## src/rtl/aes_round_ctrl_if.sv

```systemverilog
// Handshake and status bundle between the AES round controller and its neighbours.
// The master side drives start/in_valid; the slave side (the controller) drives the rest.
interface aes_round_ctrl_if;
  logic       start;
  logic       in_valid;
  logic       in_ready;
  logic       sr_enable;
  logic [3:0] byte_idx;
  logic [3:0] round;
  logic [7:0] key_addr;
  logic       mix_bypass;
  logic       busy;
  logic       done;

  modport master (
    output start, in_valid,
    input  in_ready, sr_enable, byte_idx, round, key_addr, mix_bypass, busy, done
  );

  modport slave (
    input  start, in_valid,
    output in_ready, sr_enable, byte_idx, round, key_addr, mix_bypass, busy, done
  );
endinterface

```

## src/rtl/aes_round_ctrl.sv

```systemverilog
// AES round sequencer: issues 16 bytes per round for NR rounds, then drains the ShiftRows pipe.
// Optional feature macro: AES_ROUND_CTRL_ABORT_EN adds an abort input that cancels the block.
module aes_round_ctrl #(
  parameter int NR     = 10,
  parameter int SR_LAT = 12
) (
  input  logic            clock,
  input  logic            resetn,
`ifdef AES_ROUND_CTRL_ABORT_EN
  input  logic            abort,
`endif
  aes_round_ctrl_if.slave bus
);

  typedef enum logic [1:0] {
    S_IDLE  = 2'd0,
    S_ISSUE = 2'd1,
    S_DRAIN = 2'd2,
    S_DONE  = 2'd3
  } state_e;

  localparam logic [3:0] NR_L       = 4'(NR);
  localparam logic [4:0] DRAIN_INIT = 5'(SR_LAT - 1);

  state_e     state_q, state_d;
  logic [3:0] round_q, round_d;
  logic [3:0] byte_idx_q, byte_idx_d;
  logic [4:0] drain_q, drain_d;
  logic       mix_bypass_q, mix_bypass_d;
  logic       busy_q, busy_d;
  logic       done_q, done_d;
  logic       abort_s;
  logic       fire_s;

`ifdef AES_ROUND_CTRL_ABORT_EN
  assign abort_s = abort;
`else
  assign abort_s = 1'b0;
`endif

  assign fire_s = (state_q == S_ISSUE) && bus.in_valid;

  // Next-state and counter logic; abort outranks a simultaneous byte fire.
  always_comb begin
    state_d    = state_q;
    round_d    = round_q;
    byte_idx_d = byte_idx_q;
    drain_d    = drain_q;
    case (state_q)
      S_IDLE: begin
        if (bus.start) begin
          state_d    = S_ISSUE;
          round_d    = 4'd1;
          byte_idx_d = 4'd0;
        end else begin
          state_d    = S_IDLE;
        end
      end
      S_ISSUE: begin
        if (abort_s) begin
          state_d    = S_IDLE;
          round_d    = 4'd0;
          byte_idx_d = 4'd0;
          drain_d    = 5'd0;
        end else if (fire_s) begin
          if (byte_idx_q == 4'd15) begin
            byte_idx_d = 4'd0;
            if (round_q == NR_L) begin
              state_d = S_DRAIN;
              drain_d = DRAIN_INIT;
            end else begin
              round_d = round_q + 4'd1;
            end
          end else begin
            byte_idx_d = byte_idx_q + 4'd1;
          end
        end else begin
          state_d = S_ISSUE;
        end
      end
      S_DRAIN: begin
        if (abort_s) begin
          state_d    = S_IDLE;
          round_d    = 4'd0;
          byte_idx_d = 4'd0;
          drain_d    = 5'd0;
        end else if (drain_q == 5'd0) begin
          state_d = S_DONE;
        end else begin
          drain_d = drain_q - 5'd1;
        end
      end
      S_DONE: begin
        state_d    = S_IDLE;
        round_d    = 4'd0;
        byte_idx_d = 4'd0;
        drain_d    = 5'd0;
      end
      default: begin
        state_d    = S_IDLE;
        round_d    = 4'd0;
        byte_idx_d = 4'd0;
        drain_d    = 5'd0;
      end
    endcase
    mix_bypass_d = (round_d == NR_L);
    busy_d       = (state_d != S_IDLE);
    done_d       = (state_d == S_DONE);
  end

  // State and registered status flops.
  always_ff @(posedge clock or negedge resetn) begin
    if (!resetn) begin
      state_q      <= S_IDLE;
      round_q      <= 4'd0;
      byte_idx_q   <= 4'd0;
      drain_q      <= 5'd0;
      mix_bypass_q <= 1'b0;
      busy_q       <= 1'b0;
      done_q       <= 1'b0;
    end else begin
      state_q      <= state_d;
      round_q      <= round_d;
      byte_idx_q   <= byte_idx_d;
      drain_q      <= drain_d;
      mix_bypass_q <= mix_bypass_d;
      busy_q       <= busy_d;
      done_q       <= done_d;
    end
  end

  assign bus.in_ready   = (state_q == S_ISSUE);
  assign bus.sr_enable  = fire_s || (state_q == S_DRAIN);
  assign bus.byte_idx   = byte_idx_q;
  assign bus.round      = round_q;
  assign bus.key_addr   = {round_q, byte_idx_q};
  assign bus.mix_bypass = mix_bypass_q;
  assign bus.busy       = busy_q;
  assign bus.done       = done_q;

endmodule

```

## src/flat_wrapper.sv

```systemverilog
// flat-port wrapper written by rule: the top's interface ports become plain ports
module aes_round_ctrl_flat 
#(
  parameter int NR     = 10,
  parameter int SR_LAT = 12
)
  (clock, resetn, bus_start, bus_in_valid, bus_in_ready, bus_sr_enable, bus_byte_idx, bus_round, bus_key_addr, bus_mix_bypass, bus_busy, bus_done);
  aes_round_ctrl_if bus_i ();
  input  logic clock;
  input  logic resetn;
  input wire logic [$bits(bus_i.start)-1:0] bus_start;
  input wire logic [$bits(bus_i.in_valid)-1:0] bus_in_valid;
  output wire logic [$bits(bus_i.in_ready)-1:0] bus_in_ready;
  output wire logic [$bits(bus_i.sr_enable)-1:0] bus_sr_enable;
  output wire logic [$bits(bus_i.byte_idx)-1:0] bus_byte_idx;
  output wire logic [$bits(bus_i.round)-1:0] bus_round;
  output wire logic [$bits(bus_i.key_addr)-1:0] bus_key_addr;
  output wire logic [$bits(bus_i.mix_bypass)-1:0] bus_mix_bypass;
  output wire logic [$bits(bus_i.busy)-1:0] bus_busy;
  output wire logic [$bits(bus_i.done)-1:0] bus_done;
  assign bus_i.start = bus_start;
  assign bus_i.in_valid = bus_in_valid;
  assign bus_in_ready = bus_i.in_ready;
  assign bus_sr_enable = bus_i.sr_enable;
  assign bus_byte_idx = bus_i.byte_idx;
  assign bus_round = bus_i.round;
  assign bus_key_addr = bus_i.key_addr;
  assign bus_mix_bypass = bus_i.mix_bypass;
  assign bus_busy = bus_i.busy;
  assign bus_done = bus_i.done;
  aes_round_ctrl #(.NR(NR), .SR_LAT(SR_LAT)) u_core (.clock(clock), .resetn(resetn), .bus(bus_i));
endmodule
```

## config.mk

```make
export PLATFORM = sky130hd
export DESIGN_NAME = aes_round_ctrl_flat
export DESIGN_NICKNAME = d
export VERILOG_FILES = /design/src/rtl/aes_round_ctrl_if.sv /design/src/rtl/aes_round_ctrl.sv /design/src/flat_wrapper.sv
export SDC_FILE = /design/constraint.sdc
export NUM_CORES = 1
export LEC_CHECK = 0
export CAP_MARGIN = 10
export CORE_MARGIN = 5
export CORE_UTILIZATION = 30
export CTS_CLUSTER_SIZE = 40
export DETAILED_ROUTE_END_ITERATION = 7
export HOLD_SLACK_MARGIN = 0.05
export PLACE_DENSITY = 0.61
export SYNTH_ARGS = -nofsm -noshare
export SYNTH_HDL_FRONTEND = slang
export SYNTH_SLANG_ARGS = --single-unit
export TNS_END_PERCENT = 5
```

## constraint.sdc

```tcl
create_clock -name clock -period 1.7 [get_ports clock]
set_input_delay 0.17 -clock clock [delete_from_list [all_inputs] [get_ports clock]]
set_output_delay 0.17 -clock clock [all_outputs]
set_load 0.02 [all_outputs]
```

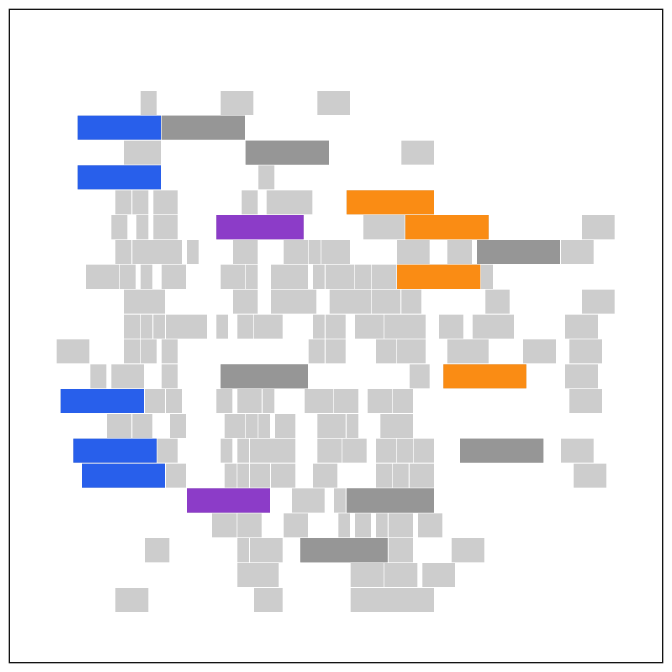
*Register map, names as in the netlist, run 1*
Other sequential cells in the stronger grey, the rest of the logic in the fainter grey.
Purple stands for u_core.state_q, flops 2. Orange stands for u_core.bus.round, flops 4. Blue stands for u_core.drain_q, flops 5.
Another 7 sequential cells are not coloured.

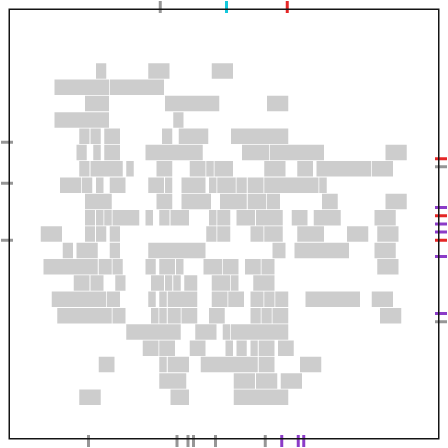
*Ports around the boundary, run 1*
Pins as bars across the die edge, other pins in grey.
Cyan stands for bus_busy, pins 1, direction output, edge top. Purple stands for bus_key_addr, pins 8, direction output, edge 5 right, 3 bottom. Red stands for bus_round, pins 4, direction output, edge 3 right, 1 top.

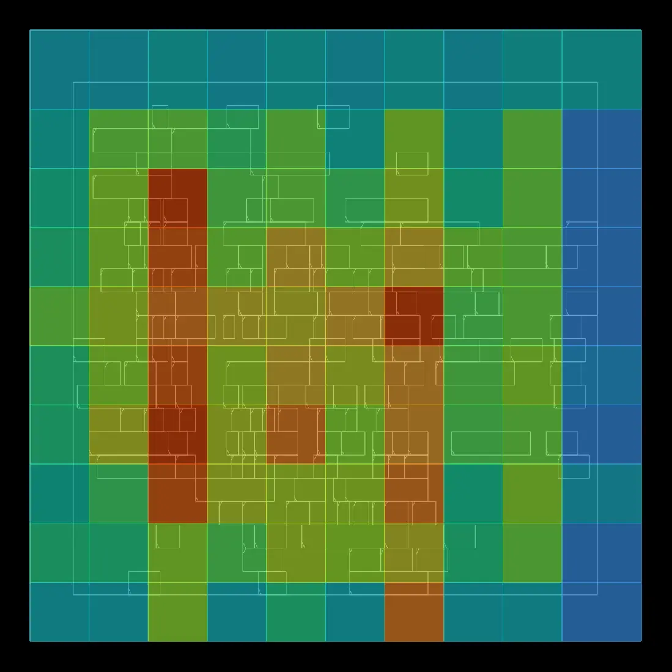
*Routing congestion, run 1*
grt met1 use: 13.4%
met2 usage: 21.3%
Tot GR Track Use: 11.6%

==> metrics.cfg, run 1 <==
[floorplan]
die_w_um = 71.4
die-height_um = 71.4
chipArea_mm2 = 0.00509
rows = 22
initial_core_util_pct = 30.9
core_mm2 = 0.00366
ios = 25

[clocking]
path_clk_slew_ns = 0.07
cts.sinks = 18
ctsLongestPathBuffers = 2
htree_levels = 1
cts_tree = done
clkLatencyLatePin_ns = 0.25
cts_root_buf = clkbuf_8
cts_buffers = 3
postCtsHoldBufs = 0

[sta]
layout_min_cycle_time_ns = 1.67
setup_violations = 0
fmax_ghz = 0.599
slew_headroom_pct = 81.5
rsz0062_at_grt = yes
clock_skew_ns = 0.00712
period_used_pct = 98.2
max_slew.worst_pin.slew_ns = 0.276
fin_setup_tns_ns = 0
drv_slew = 0
hold_viol = 0

[yosys]
synth_area_per_cell_um2 = 9.26
ys_cells = 122
syn_area_mm2 = 0.00113
yosysWarnings = 0
yosys_area_mm2 = 0.00113
ys.flops = 18
syn_nets = 131
async_flop_share_pct = 100
synth_seq_share_pct = 39.9
synth-edff-count = 0
ff_type = dfrtp_1
synth.distinct_cells = 43
synthCells = 122

[worst_setup_path]
crit_arrival_ns = 1.81
worst-setup-path-type = reg2reg
cp.required_ns = 1.84
r2r_setup_slack_ns = 0.03
worstPathCellList = ha_4, and3_1, a211o_1, a31oi_2, nor4bb_1
cp_slowest_stage_delay_ns = 0.42
cp-start-kind = flip-flop
cp_slowest_cell = dfrtp_2
critical_path_peak_fanout = 6
setup.worst_path.end_class = flip-flop

[power]
leakage_uw = 0.000658
vdd_drop_max_mv = 0.410
powerDensity_mw_per_mm2 = 968

[flow_run]
warnings = 29
maxCapViolCount = 0

[finish]
stdcell_area_mm2 = 0.00155
drive_gt1_share_pct = 23.7
nNetsFinal = 166
fillCellCount = 366
final_cell_mix = 22 x clkdlybuf4s50_1, 19 x buf_4, 14 x nand2_1
lay_top_count = clkdlybuf4s50_1
antenna-diode-count = 0
area_growth_pct = 37.4

[routing]
dr.pass1.iters = 4
routed_wl_mm = 2.84
via_per_inst = 5.15
wire_per_inst_um = 13.9
drc = 0
first_iter_violations = 46
vias = 1051
postRouteAntennaNets = 0

[status]
status = finished, final reports clean

[global_routing]
grt_first_pass_wirelength_mm = 4.82
antenna_found_initial = 0
grt_pass1_vias = 1054
overflow = 0
grt_max_degree = 19

[min_path]
hold_path_class = in2async

[place]
dp_hpwl_mm = 2.14
portBuffers = 24
dpl_cell_area_mm2 = 0.00148
place_congestion = 0.863

-- run 1: cells in the mapped netlist, drive strengths merged (2+ instances only) --
cell    number  share of area (%)
dfrtp       18                 40
nand2       15                5.2
buf         12                8.2
a21oi        8                3.5
o21ai        8                3.5
nor3         7                3.1
inv          6                2.0
a31oi        5                3.3
ha           5                5.5
a21o         3                2.0
o22ai        3                1.7
and3         2                1.1
nand2b       2                1.1
nand3        2               0.89
nand4        2                1.1
nor2         2               0.66
-- run 1: path summary, 6_finish.rpt --
| path | start | end | cells past startpoint |
|---|---|---|---|
| worst max register to register | u_core.bus.byte_idx[0] | u_core.bus.mix_bypass | 5 |
| max in group asynchronous | resetn | u_core.bus.round[1] | 2 |
| worst min register to register | u_core.drain_q[2] | u_core.drain_q[2] | 1 |
| worst max-delay path | u_core.bus.byte_idx[0] | u_core.bus.mix_bypass | 5 |
| min in group clock | u_core.drain_q[2] | u_core.drain_q[2] | 1 |
| worst min-delay path | resetn | u_core.state_q[1] | 2 |
-- run 1: power breakdown --
part	switching [µW]	total (µW)	internal, µW
clock	141	307	166
combinational	323	646	323
sequential	67.0	550	483
-- run 1: cell families after synthesis --
kind of cell | count (synthesis) | synth area share (%)
AOI/OAI and AO/OA | 36 | 21.3
xor gates and xnor gates | 1 | 0.775
buffers and inverters | 19 | 10.5
and+or+nand+nor | 43 | 22.0
adders and majority gates | 5 | 5.54
DFF | 18 | 39.9
-- run 1: critical path, delay by kind of cell (launching register included) --
family | cells | cell delay, ns
AOI/OAI and AO/OA | 2 | 0.49
adders and majority gates | 1 | 0.16
DFF | 1 | 0.42
and+or+nand+nor | 2 | 0.49
-- run 1: layout make-up --
cell class	count	area [µm²]	share of cell area [%]
clock buffer	4	45.0	2.90
inverter	6	22.5	1.45
multi-input combinational	85	584	37.6
sequential	18	457	29.4
tap	48	60.1	3.87
timing repair buffer	43	384	24.7
-- run 1: state kept, by name, indices dropped and copies added (netlist names) --
signal / cells
u_core.drain_q: 5
u_core.bus.byte_idx: 4
u_core.bus.round: 4
u_core.state_q: 2
u_core.bus.busy: 1
u_core.bus.done: 1
u_core.bus.mix_bypass: 1
-- run 1: per-layer routing --
metal,vias to the layer above,GRT usage (%),part of all wire [%]
met4,0,3.76,0.71
met1,519,13.4,44
met3,4,2.24,3.8
li1,512,-,-
met5,-,0,0
met2,16,21.3,51
-- run 1: through the flow --
stage          std cells  power, µW  setup slack, ns  hold WS (ns)  utilization [%]
2_1_floorplan        122        916           0.0202        -0.126                -
3_3_place_gp         199       1180         -0.00737         0.524             40.5
3_5_place_dp         199       1200          -0.0894         0.533             40.5
4_1_cts              203       1510           0.0205         0.252             41.8
5_1_grt              204       1610          -0.0120         0.280             42.4
6_report             204       1500           0.0310         0.245             42.4
-- run 1: timing repair --
action | CTS | global route
resized | 2 | 6
buffers inserted | 0 | 1
pin swaps | 0 | 3
setup endpoints to repair | 1 | 2
### Clock network drawn from the DEF, run 1

The bar under the picture is 20 µm long.
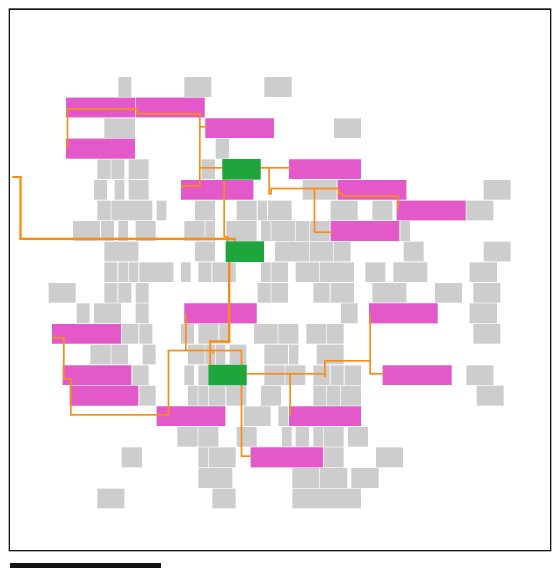

==> inputs of run 2 (changes only) <==
--- a/config.mk
+++ b/config.mk
@@ -7,11 +7,12 @@
 export LEC_CHECK = 0
 export CAP_MARGIN = 10
 export CORE_MARGIN = 5
-export CORE_UTILIZATION = 30
+export CORE_UTILIZATION = 44
+export CTS_CLUSTER_DIAMETER = 100
 export CTS_CLUSTER_SIZE = 40
 export DETAILED_ROUTE_END_ITERATION = 7
 export HOLD_SLACK_MARGIN = 0.05
-export PLACE_DENSITY = 0.61
+export PLACE_DENSITY = 0.81
 export SYNTH_ARGS = -nofsm -noshare
 export SYNTH_HDL_FRONTEND = slang
 export SYNTH_SLANG_ARGS = --single-unit
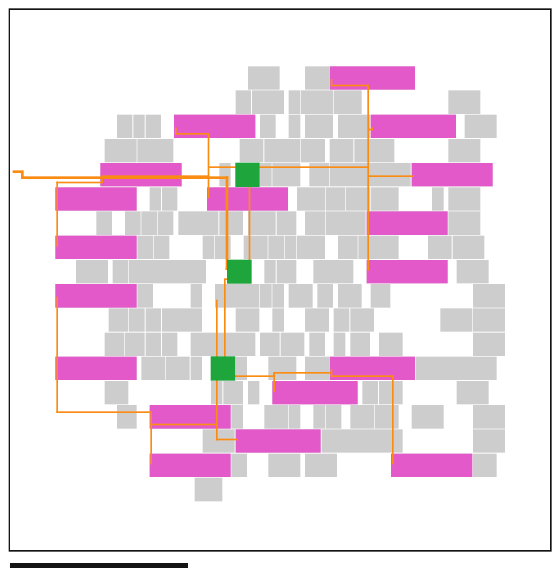
*Clock network drawn from the DEF, run 2*
The bar under the picture is 20 µm long.
Orange stands for clock wires, length 232 µm. Magenta stands for flip-flops, count 18. Green stands for clock drivers, count 3.
There are 4 routed clock nets.

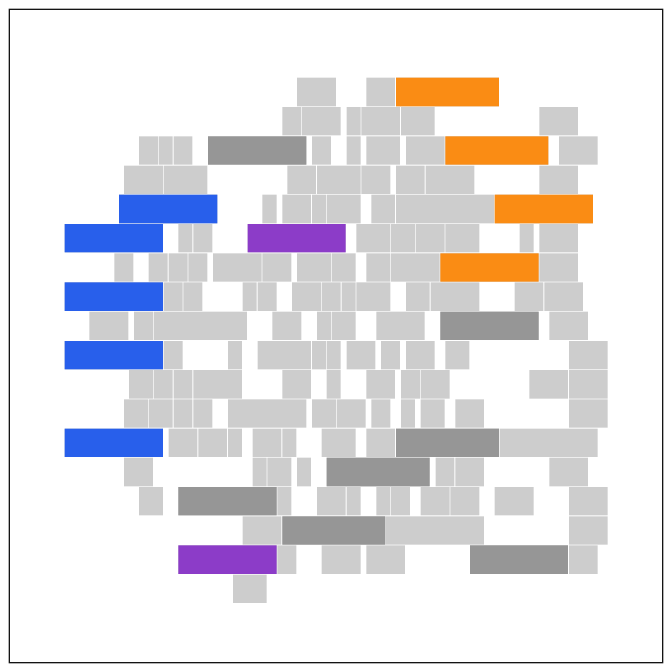
*Register map, names as in the netlist, run 2*
Other sequential cells in the stronger grey, the rest of the logic in the fainter grey.
Orange stands for u_core.bus.round, flops 4, where upper right. Blue stands for u_core.drain_q, flops 5, where middle left. Purple stands for u_core.state_q, flops 2.

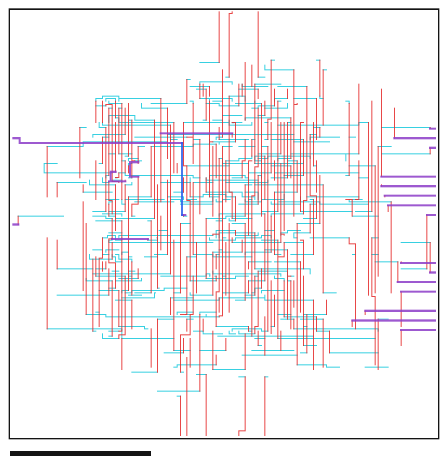
*Wiring by layer, run 2*
The bar under the picture is 20 µm long.
Red stands for metal 2, wire length 1590 µm. Purple stands for metal 3, wire length 129 µm. Cyan stands for metal 1, wire length 1140 µm. Blue stands for metal 4, wire length 10.2 µm.

==> metrics.cfg, run 2 <==
[flow_run]
warnings = 30  ; +3.4%
maxCapViolCount = 0  ; unchanged

[global_routing]
grt_pass1_vias = 1077  ; +2.2%
grtUsageMet2_pct = 30.5  ; +9.2 points
busiest_layer = met2
grt_usage_pct = 17.4  ; +5.8 points
overflow = 0  ; unchanged
grtUsageMet1_pct = 21.7  ; +8.3 points
antenna_found_initial = 0  ; unchanged
grt_max_degree = 19  ; unchanged

[routing]
routed_wl_mm = 2.87  ; +1.2%
postRouteAntennaNets = 0  ; unchanged
vias = 1046  ; -0.48%
drc = 0  ; unchanged
dr.pass1.iters = 4  ; unchanged
wire_per_inst_um = 15.7  ; +13%
via_per_inst = 5.72  ; +11%

[yosys]
syn_area_mm2 = 0.00113  ; unchanged
syn_nets = 131  ; unchanged
synth_top_area_share_pct = 39.9  ; unchanged
area_leaders = dfrtp_1 40%, ha_1 5.5%, buf_4 5.3%
top_cell = dfrtp_1
largest_area_cell = dfrtp_1
synthCells = 122  ; unchanged
synth_area_per_cell_um2 = 9.26  ; unchanged
synth_seq_share_pct = 39.9  ; unchanged
async_flop_share_pct = 100  ; unchanged
synth.distinct_cells = 43  ; unchanged
synth-edff-count = 0  ; unchanged
yosysWarnings = 0  ; unchanged
yosys_area_mm2 = 0.00113  ; unchanged
ys.flops = 18  ; unchanged
ff_type = dfrtp_1

[place]
place_inst = 176  ; -12%
portBuffers = 24  ; unchanged
dp_hpwl_mm = 2.16  ; +0.54%
place_congestion = 0.879  ; +1.9%

[floorplan]
die-height_um = 60.7  ; -15%
ios = 25  ; unchanged
chipArea_mm2 = 0.00368  ; -28%
die_w_um = 60.7  ; -15%
initial_core_util_pct = 45.6  ; +15 points
core_mm2 = 0.00248  ; -32%

[finish]
largest_register_ffs = 5  ; unchanged
top_register = u_core.drain_q
final_cell_mix = 22 x clkdlybuf4s50_1, 15 x buf_4, 14 x nand2_1
final_cells = 183  ; -10%
drive_gt1_share_pct = 26.1  ; +2.4 points
nNetsFinal = 163  ; -1.8%
antenna-diode-count = 0  ; unchanged
lay_top_count = clkdlybuf4s50_1

[clocking]
ctsLongestPathBuffers = 2  ; unchanged
htree_levels = 1  ; unchanged
cts_tree = done
path_clk_slew_ns = 0.11  ; +0.04 ns
cts_buffers = 3  ; unchanged
postCtsHoldBufs = 0  ; unchanged
cts_root_buf = clkbuf_4
cts.sinks = 18  ; unchanged
clkLatencyLatePin_ns = 0.29  ; +0.04 ns

[status]
status = finished, final reports clean

[worst_setup_path]
worst-setup-path-type = reg2reg
cp_num_buf_inv = 1  ; +1
worst_r2r_path_depth = 6  ; +1
cp_slowest_cell = dfrtp_2
r2r_setup_slack_ns = 0.01  ; -0.02 ns
setup.worst_path.end_class = flip-flop
rr_endpoint = u_core.bus.mix_bypass
critical_path_peak_fanout = 6  ; unchanged
path_delay_family = simple AND/OR/NAND/NOR gates
cp.required_ns = 1.90  ; +0.06 ns
r2r_start = u_core.bus.round[0]

[sta]
period_used_pct = 99.3  ; +1.1 points
slew_headroom_pct = 79.9  ; -1.6 points
rsz0062_at_grt = yes
setup_violations = 0  ; unchanged
drv_slew = 0  ; unchanged
whs_ns = 0.206  ; -0.0397 ns
max_slew.worst_pin.slew_ns = 0.296  ; +0.0206 ns
hold_viol = 0  ; unchanged

[power]
power_frac_clock_pct = 18.2  ; -2.2 points
p_seq_share_pct = 38.5  ; +1.9 points
switching_share_pct = 36.7  ; +1.4 points
power_frac_comb_pct = 43.3  ; +0.3 points
power_switching_uw = 537  ; +1.1%
powerDensity_mw_per_mm2 = 949  ; -2.0%
vdd_drop_max_mv = 0.741  ; +81%
p_int_uw = 926  ; -4.8%
leakage_uw = 0.000655  ; -0.46%

[min_path]
hold_path_class = in2async

run 2: layer usage:
layer | up-vias | wire length, µm
met5 | - | 0
met4 | 0 | 10
met1 | 514 | 1140
met2 | 26 | 1590
li1 | 504 | -
met3 | 2 | 128
run 2: cell type report:
type	instances	area [µm²]
fill	227	936
sequential	18	457
timing repair buffer	40	367
clock buffer	4	36.3
multi-input combinational	85	622
inverter	6	22.5
tap	30	37.5
run 2: worst reg2reg max path: cells and delay by family, from the launching register on:
kind / cells / cell delay (ns)
buf+inv: 1 / 0.08
flops: 1 / 0.46
compound gates: 2 / 0.45
simple gates: 2 / 0.49
fa+ha+maj: 1 / 0.12
run 2: worst max-delay path by stage:
stage | from | endpoint | slack [ns] | depth (start not counted)
finish | u_core.bus.round[0] | u_core.bus.mix_bypass | 0.01 | 6
global route | u_core.bus.round[0] | u_core.bus.mix_bypass | -0.14 | 6
CTS | u_core.bus.round[0] | u_core.bus.mix_bypass | -0.009 | 6
detailed placement | bus_in_valid | u_core.bus.mix_bypass | -0.11 | 5
global placement | bus_start | u_core.bus.mix_bypass | 0.003 | 5
floorplan | u_core.bus.byte_idx[0] | u_core.bus.mix_bypass | 0.02 | 6
run 2: power groups by stage:
| stage | combinational, µW | clock [µW] | sequential (µW) |
|---|---|---|---|
| finish | 633 | 266 | 563 |
| floorplan | 290 | 0 | 626 |
| CTS | 607 | 277 | 561 |
| global placement | 586 | 0 | 558 |
| global route | 688 | 299 | 577 |
| detailed placement | 609 | 0 | 568 |
run 2: stage by stage:
stage	TNS, ns	power (µW)	util [%]	setup slack [ns]	cell area (µm²)
2_1_floorplan	0	916	-	0.0202	1140
3_3_place_gp	0	1140	58.0	0.00280	1440
3_5_place_dp	-0.130	1180	58.0	-0.106	1440
4_1_cts	-0.00918	1440	59.4	-0.00918	1470
5_1_grt	-0.488	1560	62.2	-0.141	1540
6_report	0	1460	62.2	0.0123	1540
run 2: timing repair:
item / in CTS / in global routing
pin swaps: 0 / 4
resized: 3 / 14
endpoints found under the setup margin: 4 / 8
buffers inserted: 0 / 3
run 2: cells by family after synthesis:
logic type	share of synthesized area [%]
AND-OR/OR-AND	21.3
XOR/XNOR	0.775
adder cells (fa/ha/maj)	5.54
buffers and inverters	10.5
flip-flops	39.9
AND/OR/NAND/NOR	22.0
No activity file was given, so power comes from the tool's default toggle rates.
